Nets reached from selected ports:
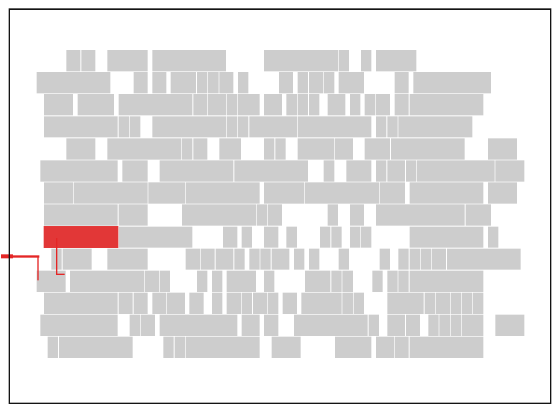
Clock network drawn from the DEF:
Scale bar: 20 µm.
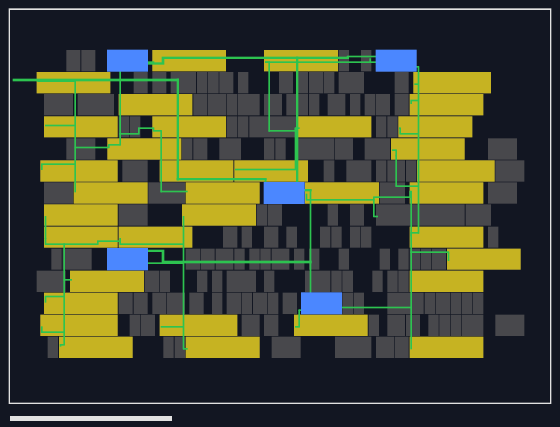
Selected gate families:
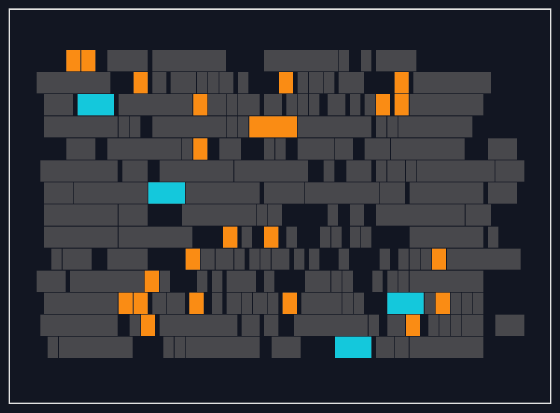
Wiring by layer:
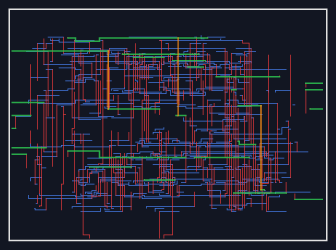
--- config.mk ---
export PLATFORM = sky130hd
export DESIGN_NAME = gx_rst_seq
export DESIGN_NICKNAME = d
export VERILOG_FILES = /design/src/rtl/gx_rst_pkg.sv /design/src/rtl/sync2ff.sv /design/src/rtl/gx_rst_seq.sv
export SDC_FILE = /design/constraint.sdc
export NUM_CORES = 1
export LEC_CHECK = 0
export ABC_AREA = 1
export CORE_ASPECT_RATIO = 0.7
export CORE_MARGIN = 3
export CORE_UTILIZATION = 60
export DETAILED_ROUTE_END_ITERATION = 6
export PLACE_DENSITY = 0.82
export SYNTH_ARGS = -nofsm -noshare
export SYNTH_HDL_FRONTEND = slang
export SYNTH_SLANG_ARGS = --single-unit
--- constraint.sdc ---
create_clock -name clk -period 2.5 [get_ports clk]
set_input_delay 0.375 -clock clk [delete_from_list [all_inputs] [get_ports clk]]
set_output_delay 0.375 -clock clk [all_outputs]
set_load 0.05 [all_outputs]
--- src/rtl/gx_rst_pkg.sv ---
// Shared types and default timing for the GX transceiver reset sequencer.
package gx_rst_pkg;

  typedef enum logic [1:0] {TX_PD, TX_LOCK, TX_ANA, TX_READY} tx_state_t;
  typedef enum logic [1:0] {RX_ANA, RX_LTD, RX_READY} rx_state_t;

  localparam int T_PLL_PD_DEF = 50;
  localparam int T_TX_DIG_DEF = 100;
  localparam int T_RX_ANA_DEF = 50;
  localparam int T_RX_LTD_DEF = 200;

  function automatic int max4(input int a, input int b, input int c, input int d);
    int m;
    m = a;
    if (b > m) m = b;
    if (c > m) m = c;
    if (d > m) m = d;
    return m;
  endfunction

endpackage

--- src/rtl/sync2ff.sv ---
// Per-bit two-flop synchronizer for asynchronous status inputs.
module sync2ff #(
  parameter int W = 1
) (
  input  logic         clk,
  input  logic         rst_n,
  input  logic [W-1:0] d,
  output logic [W-1:0] q
);

  logic [W-1:0] meta;

  always_ff @(posedge clk or negedge rst_n) begin
    if (!rst_n) begin
      meta <= '0;
      q    <= '0;
    end else begin
      meta <= d;
      q    <= meta;
    end
  end

endmodule

--- src/rtl/gx_rst_seq.sv ---
// GX transceiver reset sequencer: independent TX and RX bring-up FSMs in the clk_50m domain.
//   state    | meaning
//   TX_PD    | PLL held in powerdown for T_PLL_PD cycles
//   TX_LOCK  | PLL running, waiting for lock and calibration idle
//   TX_ANA   | TX PMA released, waiting T_TX_DIG before PCS release
//   TX_READY | TX path usable
//   RX_ANA   | RX PMA reset for T_RX_ANA cycles and until RX cal idle
//   RX_LTD   | waiting for T_RX_LTD continuous cycles of lock-to-data
//   RX_READY | RX path usable
module gx_rst_seq
  import gx_rst_pkg::*;
#(
  parameter int T_PLL_PD = T_PLL_PD_DEF,
  parameter int T_TX_DIG = T_TX_DIG_DEF,
  parameter int T_RX_ANA = T_RX_ANA_DEF,
  parameter int T_RX_LTD = T_RX_LTD_DEF
) (
  input  logic clk,
  input  logic nreset,
  input  logic pll_locked_i,
  input  logic tx_cal_busy_i,
  input  logic rx_cal_busy_i,
  input  logic rx_is_lockedtodata_i,
  output logic pll_powerdown_o,
  output logic tx_analogreset_o,
  output logic tx_digitalreset_o,
  output logic tx_ready_o,
  output logic rx_analogreset_o,
  output logic rx_digitalreset_o,
  output logic rx_ready_o
);

  localparam int CW = $clog2(max4(T_PLL_PD, T_TX_DIG, T_RX_ANA, T_RX_LTD) + 1);
  localparam logic [CW-1:0] PD_DONE  = CW'(T_PLL_PD - 1);
  localparam logic [CW-1:0] DIG_DONE = CW'(T_TX_DIG - 1);
  localparam logic [CW-1:0] ANA_DONE = CW'(T_RX_ANA - 1);
  localparam logic [CW-1:0] LTD_DONE = CW'(T_RX_LTD - 1);

  logic [3:0] sync_q;
  logic       locked_s, tx_busy_s, rx_busy_s, ltd_s;

  sync2ff #(.W(4)) u_sync (
    .clk   (clk),
    .rst_n (nreset),
    .d     ({pll_locked_i, tx_cal_busy_i, rx_cal_busy_i, rx_is_lockedtodata_i}),
    .q     (sync_q)
  );

  assign {locked_s, tx_busy_s, rx_busy_s, ltd_s} = sync_q;

  tx_state_t         tx_state, tx_nxt;
  rx_state_t         rx_state, rx_nxt;
  logic [CW-1:0]     tx_cnt, tx_cnt_nxt, rx_cnt, rx_cnt_nxt;

  always_ff @(posedge clk or negedge nreset) begin
    if (!nreset) begin
      tx_state          <= TX_PD;
      rx_state          <= RX_ANA;
      tx_cnt            <= '0;
      rx_cnt            <= '0;
      pll_powerdown_o   <= 1'b1;
      tx_analogreset_o  <= 1'b1;
      tx_digitalreset_o <= 1'b1;
      tx_ready_o        <= 1'b0;
      rx_analogreset_o  <= 1'b1;
      rx_digitalreset_o <= 1'b1;
      rx_ready_o        <= 1'b0;
    end else begin
      tx_state          <= tx_nxt;
      rx_state          <= rx_nxt;
      tx_cnt            <= tx_cnt_nxt;
      rx_cnt            <= rx_cnt_nxt;
      pll_powerdown_o   <= (tx_nxt == TX_PD);
      tx_analogreset_o  <= (tx_nxt == TX_PD) || (tx_nxt == TX_LOCK);
      tx_digitalreset_o <= (tx_nxt != TX_READY);
      tx_ready_o        <= (tx_nxt == TX_READY);
      rx_analogreset_o  <= (rx_nxt == RX_ANA);
      rx_digitalreset_o <= (rx_nxt != RX_READY);
      rx_ready_o        <= (rx_nxt == RX_READY);
    end
  end

  // Loss of lock is checked before counter done so it always wins.
  always_comb begin
    tx_nxt     = tx_state;
    tx_cnt_nxt = tx_cnt;
    case (tx_state)
      TX_PD: begin
        if (tx_cnt == PD_DONE) begin
          tx_nxt     = TX_LOCK;
          tx_cnt_nxt = '0;
        end else begin
          tx_cnt_nxt = tx_cnt + 1'b1;
        end
      end
      TX_LOCK: begin
        tx_cnt_nxt = '0;
        if (locked_s && !tx_busy_s) tx_nxt = TX_ANA;
      end
      TX_ANA: begin
        if (!locked_s) begin
          tx_nxt     = TX_LOCK;
          tx_cnt_nxt = '0;
        end else if (tx_cnt == DIG_DONE) begin
          tx_nxt     = TX_READY;
          tx_cnt_nxt = '0;
        end else begin
          tx_cnt_nxt = tx_cnt + 1'b1;
        end
      end
      TX_READY: begin
        tx_cnt_nxt = '0;
        if (!locked_s) tx_nxt = TX_LOCK;
      end
      default: begin
        tx_nxt     = TX_PD;
        tx_cnt_nxt = '0;
      end
    endcase
  end

  always_comb begin
    rx_nxt     = rx_state;
    rx_cnt_nxt = rx_cnt;
    case (rx_state)
      RX_ANA: begin
        if (rx_cnt == ANA_DONE) begin
          if (!rx_busy_s) begin
            rx_nxt     = RX_LTD;
            rx_cnt_nxt = '0;
          end
        end else begin
          rx_cnt_nxt = rx_cnt + 1'b1;
        end
      end
      RX_LTD: begin
        if (rx_busy_s) begin
          rx_nxt     = RX_ANA;
          rx_cnt_nxt = '0;
        end else if (!ltd_s) begin
          rx_cnt_nxt = '0;
        end else if (rx_cnt == LTD_DONE) begin
          rx_nxt     = RX_READY;
          rx_cnt_nxt = '0;
        end else begin
          rx_cnt_nxt = rx_cnt + 1'b1;
        end
      end
      RX_READY: begin
        rx_cnt_nxt = '0;
        if (rx_busy_s) rx_nxt = RX_ANA;
        else if (!ltd_s) rx_nxt = RX_LTD;
      end
      default: begin
        rx_nxt     = RX_ANA;
        rx_cnt_nxt = '0;
      end
    endcase
  end

endmodule

==> impl_metrics.toml <==
# physical design summary
[route]
drcViolationCount = 0
drtIter0Drc = 52
first_pass_iters = 4
vias = 1163

[global_route]
grt_max_degree = 36
track_usage_pct = 22.9
grt_pass1_wl_mm = 5.30
grt_pass1_vias = 1123

[placed_design]
dp_hpwl_mm = 2.12
placement.cell_area_um2 = 1700

[cts]
postCtsSetupBuffers = 0
hold_buffers = 0
clockBufferDepth = 2

[final_timing]
setup_viol = 0
report.final.slew_viol_count = 0
setup-tns-final_ns = 0
worst_slack_ns = 0.513
slew_headroom_pct = 65.8
fin_skew_ns = 0.00378

[layout]
fin_util_pct = 78.8
num-fill-cells = 143
insertedDiodeCount = 0

[power_and_ir_drop]
total_power_mw = 1.10

[outcome]
status = "complete, no violations"

[critical_path]
start_kind = "flop"
required_ns = 2.12
worstPathArrival_ns = 1.61
slowest_stage = "clkdlybuf4s50_1"
critPathMaxStageDelay_ns = 0.80
crit_buf_inv = 1

[flow_run]
tool_warnings = 28
max-cap-violations = 0

[die]
chip_area_um2 = 3220
die_h_um = 48.4

[logic_synthesis]
yosys_cells = 164
-- 'nets reached from selected ports' (at the start) --
color	port	direction	edge	end cells	buffers	wire
red	rx_cal_busy_i	input	west	1	1	11.2 µm

-- 'clock network drawn from the DEF' (at the start) --
[green] clock wires | length: 408 µm
[yellow] flip-flops | count: 35
[blue] cells driving clock nets | count: 5
routed clock nets	6

-- 'selected gate families' (at the start) --
color	family	cells	most used
cyan	adder and majority cells	4	ha_1
orange	inverting AOI/OAI gates	22	a21oi_1
Comb/total area: 31.3%
post-route insts no fill: 216

-- 'wiring by layer' (at the start) --
color	layer	wire length
red	met2	1410 µm
orange	met4	46.2 µm
green	met3	221 µm
blue	met1	1370 µm

-- power by group --
| group | switching [mW] | leakage, nW | internal (mW) |
|---|---|---|---|
| clock | 0.193 | 0.0524 | 0.298 |
| sequential | 0.00316 | 0.425 | 0.574 |
| combinational | 0.0172 | 0.365 | 0.0107 |
| total | 0.214 | 0.843 | 0.882 |
-- cell families (layout without fill, tap and decap cells) --
family / count (synthesis) / in the layout / synth area share, %
xor gates and xnor gates: 8 / 8 / 4.55
AOI/OAI and AO/OA: 22 / 22 / 7.87
adders and majority gates: 4 / 4 / 3.25
buffers and inverters: 24 / 44 / 6.09
DFF: 35 / 35 / 57.2
and+or+nand+nor: 71 / 71 / 21.0
-- cell type report --
class / instances / area [µm²] / share of cell area [%]
clock buffers: 7 / 76.3 / 4.22
clock inverters: 1 / 30.0 / 1.66
inverters: 23 / 86.3 / 4.78
multi-input cells: 105 / 566 / 31.3
flip-flops and latches: 35 / 882 / 48.8
well taps: 32 / 40.0 / 2.21
repair buffers: 13 / 128 / 7.06
-- layer usage --
metal	track usage (%)	routed length [µm]	vias to the layer above
met4	8.78	46	0
met5	0	0	-
met2	33.1	1410	43
met1	30.3	1370	555
met3	10.2	220	6
li1	-	-	559
-- layout by cell type, fill, tap and decap left out --
| cell | n |
|---|---|
| nor2_1 | 16 |
| xnor2_1 | 1 |
| xor2_1 | 7 |
| buf_4 | 1 |
| o21ai_4 | 1 |
| o21ai_1 | 1 |
| bufinv_16 | 1 |
| nor3_1 | 1 |
| ha_1 | 4 |
| dfrtp_1 | 30 |
| nand3b_1 | 2 |
| nand2_2 | 2 |
| clkbuf_1 | 2 |
| nand3_1 | 10 |
| o21ai_0 | 3 |
| nand4_2 | 1 |
| nand4_1 | 4 |
| inv_2 | 3 |
| inv_1 | 20 |
| nor2_2 | 5 |
| a21oi_1 | 17 |
| clkdlybuf4s50_1 | 12 |
| clkbuf_8 | 5 |
| dfstp_2 | 5 |
| nand2_1 | 30 |
-- worst paths after layout --
kind | endpoint | cells past startpoint
worst min-delay path | u_sync.q[0]$_DFF_PN0_ | 0
worst max register to register | rx_cnt[4]$_DFFE_PN0P_ | 8
worst max-delay path | pll_powerdown_o | 1
min in group asynchronous | tx_cnt[4]$_DFF_PN0_ | 2
worst min register to register | u_sync.q[0]$_DFF_PN0_ | 0
max in group asynchronous | rx_analogreset_o$_DFF_PN1_ | 2
-- sequential cells by signal, summed over array words and instances (netlist names), 2 cells and up --
name and cells:
u_sync.meta 4, u_sync.q 4, rx_state 2, rx_cnt 8, tx_state 2, tx_cnt 8
-- cells in the mapped netlist --
cell,instances,area share [%]
dfrtp_1,30,49
nand2_1,30,7.3
inv_1,20,4.9
a21oi_1,17,5.5
nor2_1,16,3.9
nand3_1,10,3.2
xor2_1,7,4.0
dfstp_2,5,8.5
nor2_2,5,2.0
ha_1,4,3.2
nand4_1,4,1.6
inv_2,3,0.73
o21ai_0,3,0.97
nand2_2,2,0.81
nand3b_1,2,0.97
buf_4,1,0.49
nand4_2,1,0.81
nor3_1,1,0.32
o21ai_1,1,0.32
o21ai_4,1,1.1
xnor2_1,1,0.57
Power and IR drop assume default switching activity.
